Run 1, clock wiring as the flow saved it:
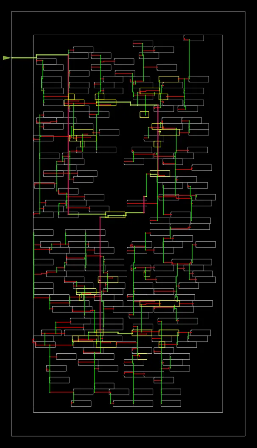
Run 1, clock network drawn from the DEF:
(2 px per um)
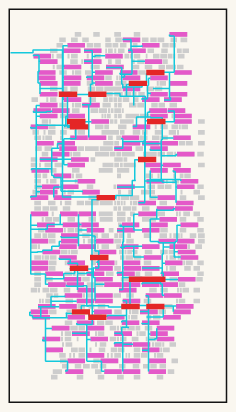
Run 1, PDN straps and rails:
(2 px per um) Pins as bars on the die edge.
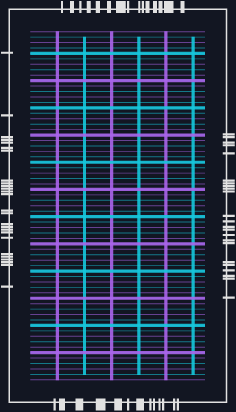
Run 1, wiring by layer:
(3 px per um)
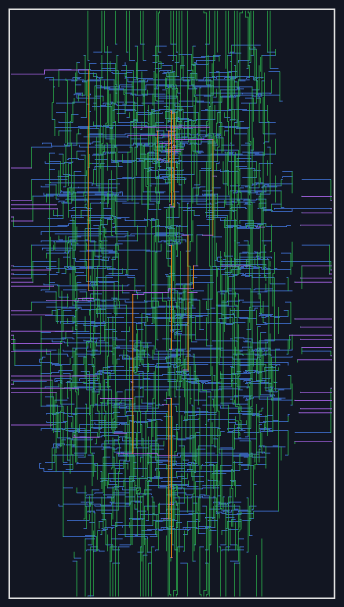
===== src/rtl/cb_cfg_pkg.sv =====
// Shared types and helpers for the connection-block configuration loader.
package cb_cfg_pkg;

  typedef enum logic [1:0] {
    IDLE   = 2'd0,
    LOAD   = 2'd1,
    DRAIN  = 2'd2,
    COMMIT = 2'd3
  } cfg_state_e;

  localparam logic [1:0] ERR_NONE  = 2'd0;
  localparam logic [1:0] ERR_SHORT = 2'd1;
  localparam logic [1:0] ERR_LONG  = 2'd2;

  // Config width of one connection_block: output-pin taps plus input-pin taps onto the tracks.
  function automatic int cb_cfg_width(input int clbout0, input int clbos, input int clbod,
                                      input int clbin0, input int ws, input int wd, input int wg,
                                      input int clbx, input int clbout1, input int clbin1);
    return clbout0 * (clbos + clbod)
         + clbin0 * (ws + wd + wg + clbx * clbout1)
         + clbin1 * (ws + wd);
  endfunction

  localparam int CB_CW_DEFAULT = cb_cfg_width(2, 4, 4, 4, 8, 4, 1, 1, 2, 1);

endpackage


===== src/rtl/cb_cfg_shadow.sv =====
// Word-addressed shadow register that collects a configuration frame before commit.
module cb_cfg_shadow #(
  parameter int DW = 8,
  parameter int NW = 11,
  parameter int IW = 4
) (
  input  logic             clk,
  input  logic             rst_n,
  input  logic             we_i,
  input  logic [IW-1:0]    widx_i,
  input  logic [DW-1:0]    wdata_i,
  output logic [NW*DW-1:0] shadow_o
);

  logic [NW-1:0][DW-1:0] shadow_q;

  // NOTE: this storage is reset on purpose so a commit after power-up can never drive X onto the switches.
  always_ff @(posedge clk or negedge rst_n) begin
    if (!rst_n) begin
      shadow_q <= '0;
    end else begin
      for (int k = 0; k < NW; k++) begin
        if (we_i && (widx_i == IW'(k))) begin
          shadow_q[k] <= wdata_i;
        end
      end
    end
  end

  assign shadow_o = shadow_q;

endmodule


===== src/rtl/cb_config_loader.sv =====
// Word-serial loader for one connection_block: fills a shadow register, then commits it to c_out atomically.
module cb_config_loader
  import cb_cfg_pkg::*;
#(
  parameter int CW = CB_CW_DEFAULT,
  parameter int DW = 8
) (
  input  logic          clk,
  input  logic          rst_n,
  input  logic          cfg_start,
  input  logic          cfg_clear,
  input  logic [DW-1:0] cfg_data,
  input  logic          cfg_valid,
  input  logic          cfg_last,
  output logic          cfg_ready,
  output logic [CW-1:0] c_out,
  output logic          busy,
  output logic          done,
  output logic          err,
  output logic [1:0]    err_code
);

  localparam int NW = (CW + DW - 1) / DW;
  localparam int WW = $clog2(NW + 1);

  cfg_state_e        state_q, state_d;
  logic [WW-1:0]     wcnt_q, wcnt_d;
  logic [CW-1:0]     c_out_q, c_out_d;
  logic              err_q, err_d;
  logic [1:0]        code_q, code_d;
  logic              done_q, done_d;
  logic [NW*DW-1:0]  shadow_w;
  logic              hs;
  logic              at_end;
  logic              shadow_we;

  assign hs        = cfg_valid & cfg_ready;
  assign at_end    = (wcnt_q == WW'(NW - 1));
  assign shadow_we = (state_q == LOAD) & hs & ~cfg_clear;

  cb_cfg_shadow #(
    .DW (DW),
    .NW (NW),
    .IW (WW)
  ) u_shadow (
    .clk      (clk),
    .rst_n    (rst_n),
    .we_i     (shadow_we),
    .widx_i   (wcnt_q),
    .wdata_i  (cfg_data),
    .shadow_o (shadow_w)
  );

  // NOTE: sequential state uses non-blocking assignments only; combinational blocks use blocking ones.
  always_ff @(posedge clk or negedge rst_n) begin
    if (!rst_n) begin
      state_q <= IDLE;
    end else begin
      state_q <= state_d;
    end
  end

  // NOTE: every combinational output gets a default first, so no path can infer a latch.
  always_comb begin
    state_d = state_q;
    if (cfg_clear) begin
      state_d = IDLE;
    end else begin
      unique case (state_q)
        IDLE:   if (cfg_start) state_d = LOAD;
        LOAD: begin
          if (hs) begin
            if (cfg_last)    state_d = at_end ? COMMIT : IDLE;
            else if (at_end) state_d = DRAIN;
          end
        end
        DRAIN:  if (hs && cfg_last) state_d = IDLE;
        COMMIT: state_d = IDLE;
        default: state_d = IDLE;
      endcase
    end
  end

  always_comb begin
    cfg_ready = (state_q == LOAD) || (state_q == DRAIN);
    busy      = (state_q != IDLE);
  end

  // Datapath next state: word counter, active vector, error flags and the commit pulse.
  always_comb begin
    wcnt_d  = wcnt_q;
    c_out_d = c_out_q;
    err_d   = err_q;
    code_d  = code_q;
    done_d  = 1'b0;
    if (cfg_clear) begin
      wcnt_d  = '0;
      c_out_d = '0;
      err_d   = 1'b0;
      code_d  = ERR_NONE;
    end else begin
      unique case (state_q)
        IDLE: begin
          if (cfg_start) begin
            wcnt_d = '0;
            err_d  = 1'b0;
            code_d = ERR_NONE;
          end
        end
        LOAD: begin
          if (hs) begin
            wcnt_d = wcnt_q + WW'(1);
            if (cfg_last && !at_end) begin
              err_d  = 1'b1;
              code_d = ERR_SHORT;
            end else if (!cfg_last && at_end) begin
              err_d  = 1'b1;
              code_d = ERR_LONG;
            end
          end
        end
        COMMIT: begin
          c_out_d = shadow_w[CW-1:0];
          done_d  = 1'b1;
        end
        default: ;
      endcase
    end
  end

  always_ff @(posedge clk or negedge rst_n) begin
    if (!rst_n) begin
      wcnt_q  <= '0;
      c_out_q <= '0;
      err_q   <= 1'b0;
      code_q  <= ERR_NONE;
      done_q  <= 1'b0;
    end else begin
      wcnt_q  <= wcnt_d;
      c_out_q <= c_out_d;
      err_q   <= err_d;
      code_q  <= code_d;
      done_q  <= done_d;
    end
  end

  assign c_out    = c_out_q;
  assign done     = done_q;
  assign err      = err_q;
  assign err_code = code_q;

endmodule


===== config.mk =====
export PLATFORM = sky130hd
export DESIGN_NAME = cb_config_loader
export DESIGN_NICKNAME = d
export VERILOG_FILES = /design/src/rtl/cb_cfg_pkg.sv /design/src/rtl/cb_cfg_shadow.sv /design/src/rtl/cb_config_loader.sv
export SDC_FILE = /design/constraint.sdc
export NUM_CORES = 1
export LEC_CHECK = 0
export CAP_MARGIN = 30
export CORE_ASPECT_RATIO = 2
export CORE_MARGIN = 10
export CORE_UTILIZATION = 49
export DETAILED_ROUTE_END_ITERATION = 8
export PLACE_DENSITY = 0.72
export SLEW_MARGIN = 20
export SYNTH_ARGS = -nofsm -noshare
export SYNTH_HDL_FRONTEND = slang
export SYNTH_SLANG_ARGS = --single-unit

===== constraint.sdc =====
create_clock -name clk -period 2 [get_ports clk]
set_input_delay 0.4 -clock clk [delete_from_list [all_inputs] [get_ports clk]]
set_output_delay 0.4 -clock clk [all_outputs]
set_load 0.01 [all_outputs]

==> run notes, run 1 <==
flow finished, numbers: main flop type=dfrtp_1, Synth logic family=multiplexers, register share after synthesis=0.615, syn_nets=approximately 580, worst flop-to-flop path endpoint=u_shadow.shadow_o[78], Seq power=3.96 mW, Yosys warnings=0, RSZ-0062 raised after global routing=true, dpl hpwl=12.5 mm, crit end category=primary output, outcome=finished clean, yosys stat area=roughly 7600 um2, CP peak stage delay=around 380 ps, EDFF count, synth=0, combinational share of power=0.105, filler instances=1,177, final global-route overflow total=0, Reg-to-Reg Start=state_q[1], setup TNS=0 ps, synth top area cells=dfrtp_1, mux2_2, mux2i_1, nor2_1, ha_1, Finished Cell Area=about 9800 um2, max_cap viols=0, Setup Buffers After CTS=1, Pre-Place Util=0.498, Slew @ Worst Pin=698 ps, remaining antenna violation count=0, Avg Inst Size Synth=~14 um2, fin. max-slew vios=0, CTS tree=built
## Picture notes: 'clock wiring as the flow saved it'
Latency at later pin: 420 ps
flop count: 186
clock sinks: 186

## Picture notes: 'clock network drawn from the DEF'
[clock drivers] red | count: 17
[flip-flops] magenta | count: 186
[clock wires] cyan | length: 2,000 um
flops lie: spread over the die
Clock Power Share: 0.397
clock-net power: 3.15 mW
clock skew: 7.30 ps

## Picture notes: 'PDN straps and rails'
[VSS] purple
[VDD] cyan
signal pins: 108
met4 straps: 6
met5 straps: 12
Die Ht: 196 um
Core Area: 15,200 um2
Die Wd: 108 um
VDD IR max: 0.682 mV

## Picture notes: 'wiring by layer'
[metal 1] blue | wire length: 6,660 um
[metal 3] purple | wire length: 696 um
[metal 4] orange | wire length: 419 um
[metal 2] green | wire length: 10,100 um
total track usage: 0.176
wire per inst: 19.9 um
total wire length: 17.9 mm
DR vias: 4,716

## run 1: worst min path at each step
stage	slack, ps	end	start	cells after the start
after floorplan	100	c_out[0]	rst_n	0
after global placement	380	c_out[7]	rst_n	1
after detailed placement	390	c_out[7]	rst_n	1
after CTS	460	c_out[85]	cfg_clear	3
after global routing	480	c_out[84]	cfg_clear	3
final	460	c_out[11]	cfg_clear	3
## run 1: area by class of cell
type                            instances  area, um2  share of cell area
Inverter                                8       30.0             0.00307
Tap cell                              198        248              0.0253
Multi-Input combinational cell        330       2820               0.287
Timing Repair Buffer                  147       1500               0.153
Clock inverter                         13        111              0.0114
Clock buffer                           18        439              0.0448
Sequential cell                       186       4650               0.475
==> run 2, diff against run 1 <==
Settings changed: CTS_CLUSTER_DIAMETER set to 200.
Run 2, clock wiring as the flow saved it:
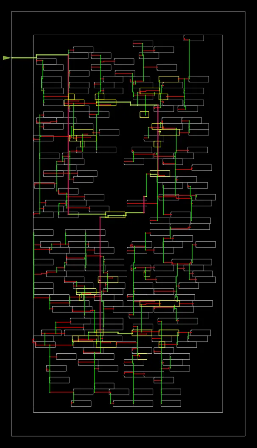
clock buffers: 18
cts bufs inserted: 17

==> run notes, run 2 <==
flow finished, numbers: final global-route overflow total=0 (unchanged), Setup Buffers After CTS=1 (unchanged), clock sinks=186 (unchanged), Latency at later pin=420 ps (about the same), syn_nets=579 (unchanged), yosys stat area=7570 um2 (unchanged), outcome=finished clean, register share after synthesis=0.615 (unchanged), HP Start=cfg_clear, max_cap viols=0 (unchanged), Avg Inst Size Synth=13.7 um2 (unchanged), RSZ-0062 raised after global routing=true, Die Ht=196 um (unchanged), crit end category=primary output, Reg-to-Reg Start=state_q[1], main flop type=dfrtp_1, clock-net power=3.15 mW (about the same), Pre-Place Util=0.498 (unchanged), VDD IR max=0.682 mV (unchanged), combinational share of power=0.105 (about the same), synth top area cells=dfrtp_1, mux2_2, mux2i_1, nor2_1, ha_1, clock skew=7.30 ps (unchanged), Finished Cell Area=9800 um2 (unchanged)
-- run 2: cell counts after synthesis --
Identical to the previous run, type by type.
-- run 2: logic make-up after synthesis --
group | count (synthesis) | share of synthesized area
AND-OR/OR-AND | 18 | 0.0159
adder cells (fa/ha/maj) | 11 | 0.0182
buffers and inverters | 38 | 0.0207
flip-flops | 186 | 0.615
multiplexers | 177 | 0.249
AND/OR/NAND/NOR | 124 | 0.0820
-- run 2: cell type report --
| type | instances | area, um2 |
|---|---|---|
| Tap cell | 198 | 248 |
| Multi-Input combinational cell | 330 | 2820 |
| Sequential cell | 186 | 4650 |
| Timing Repair Buffer | 147 | 1500 |
| Inverter | 8 | 30.0 |
| Clock inverter | 13 | 111 |
| Fill cell | 1177 | 5420 |
| Clock buffer | 18 | 439 |
Power figures rest on the tool's default switching activity, not on a simulated workload.
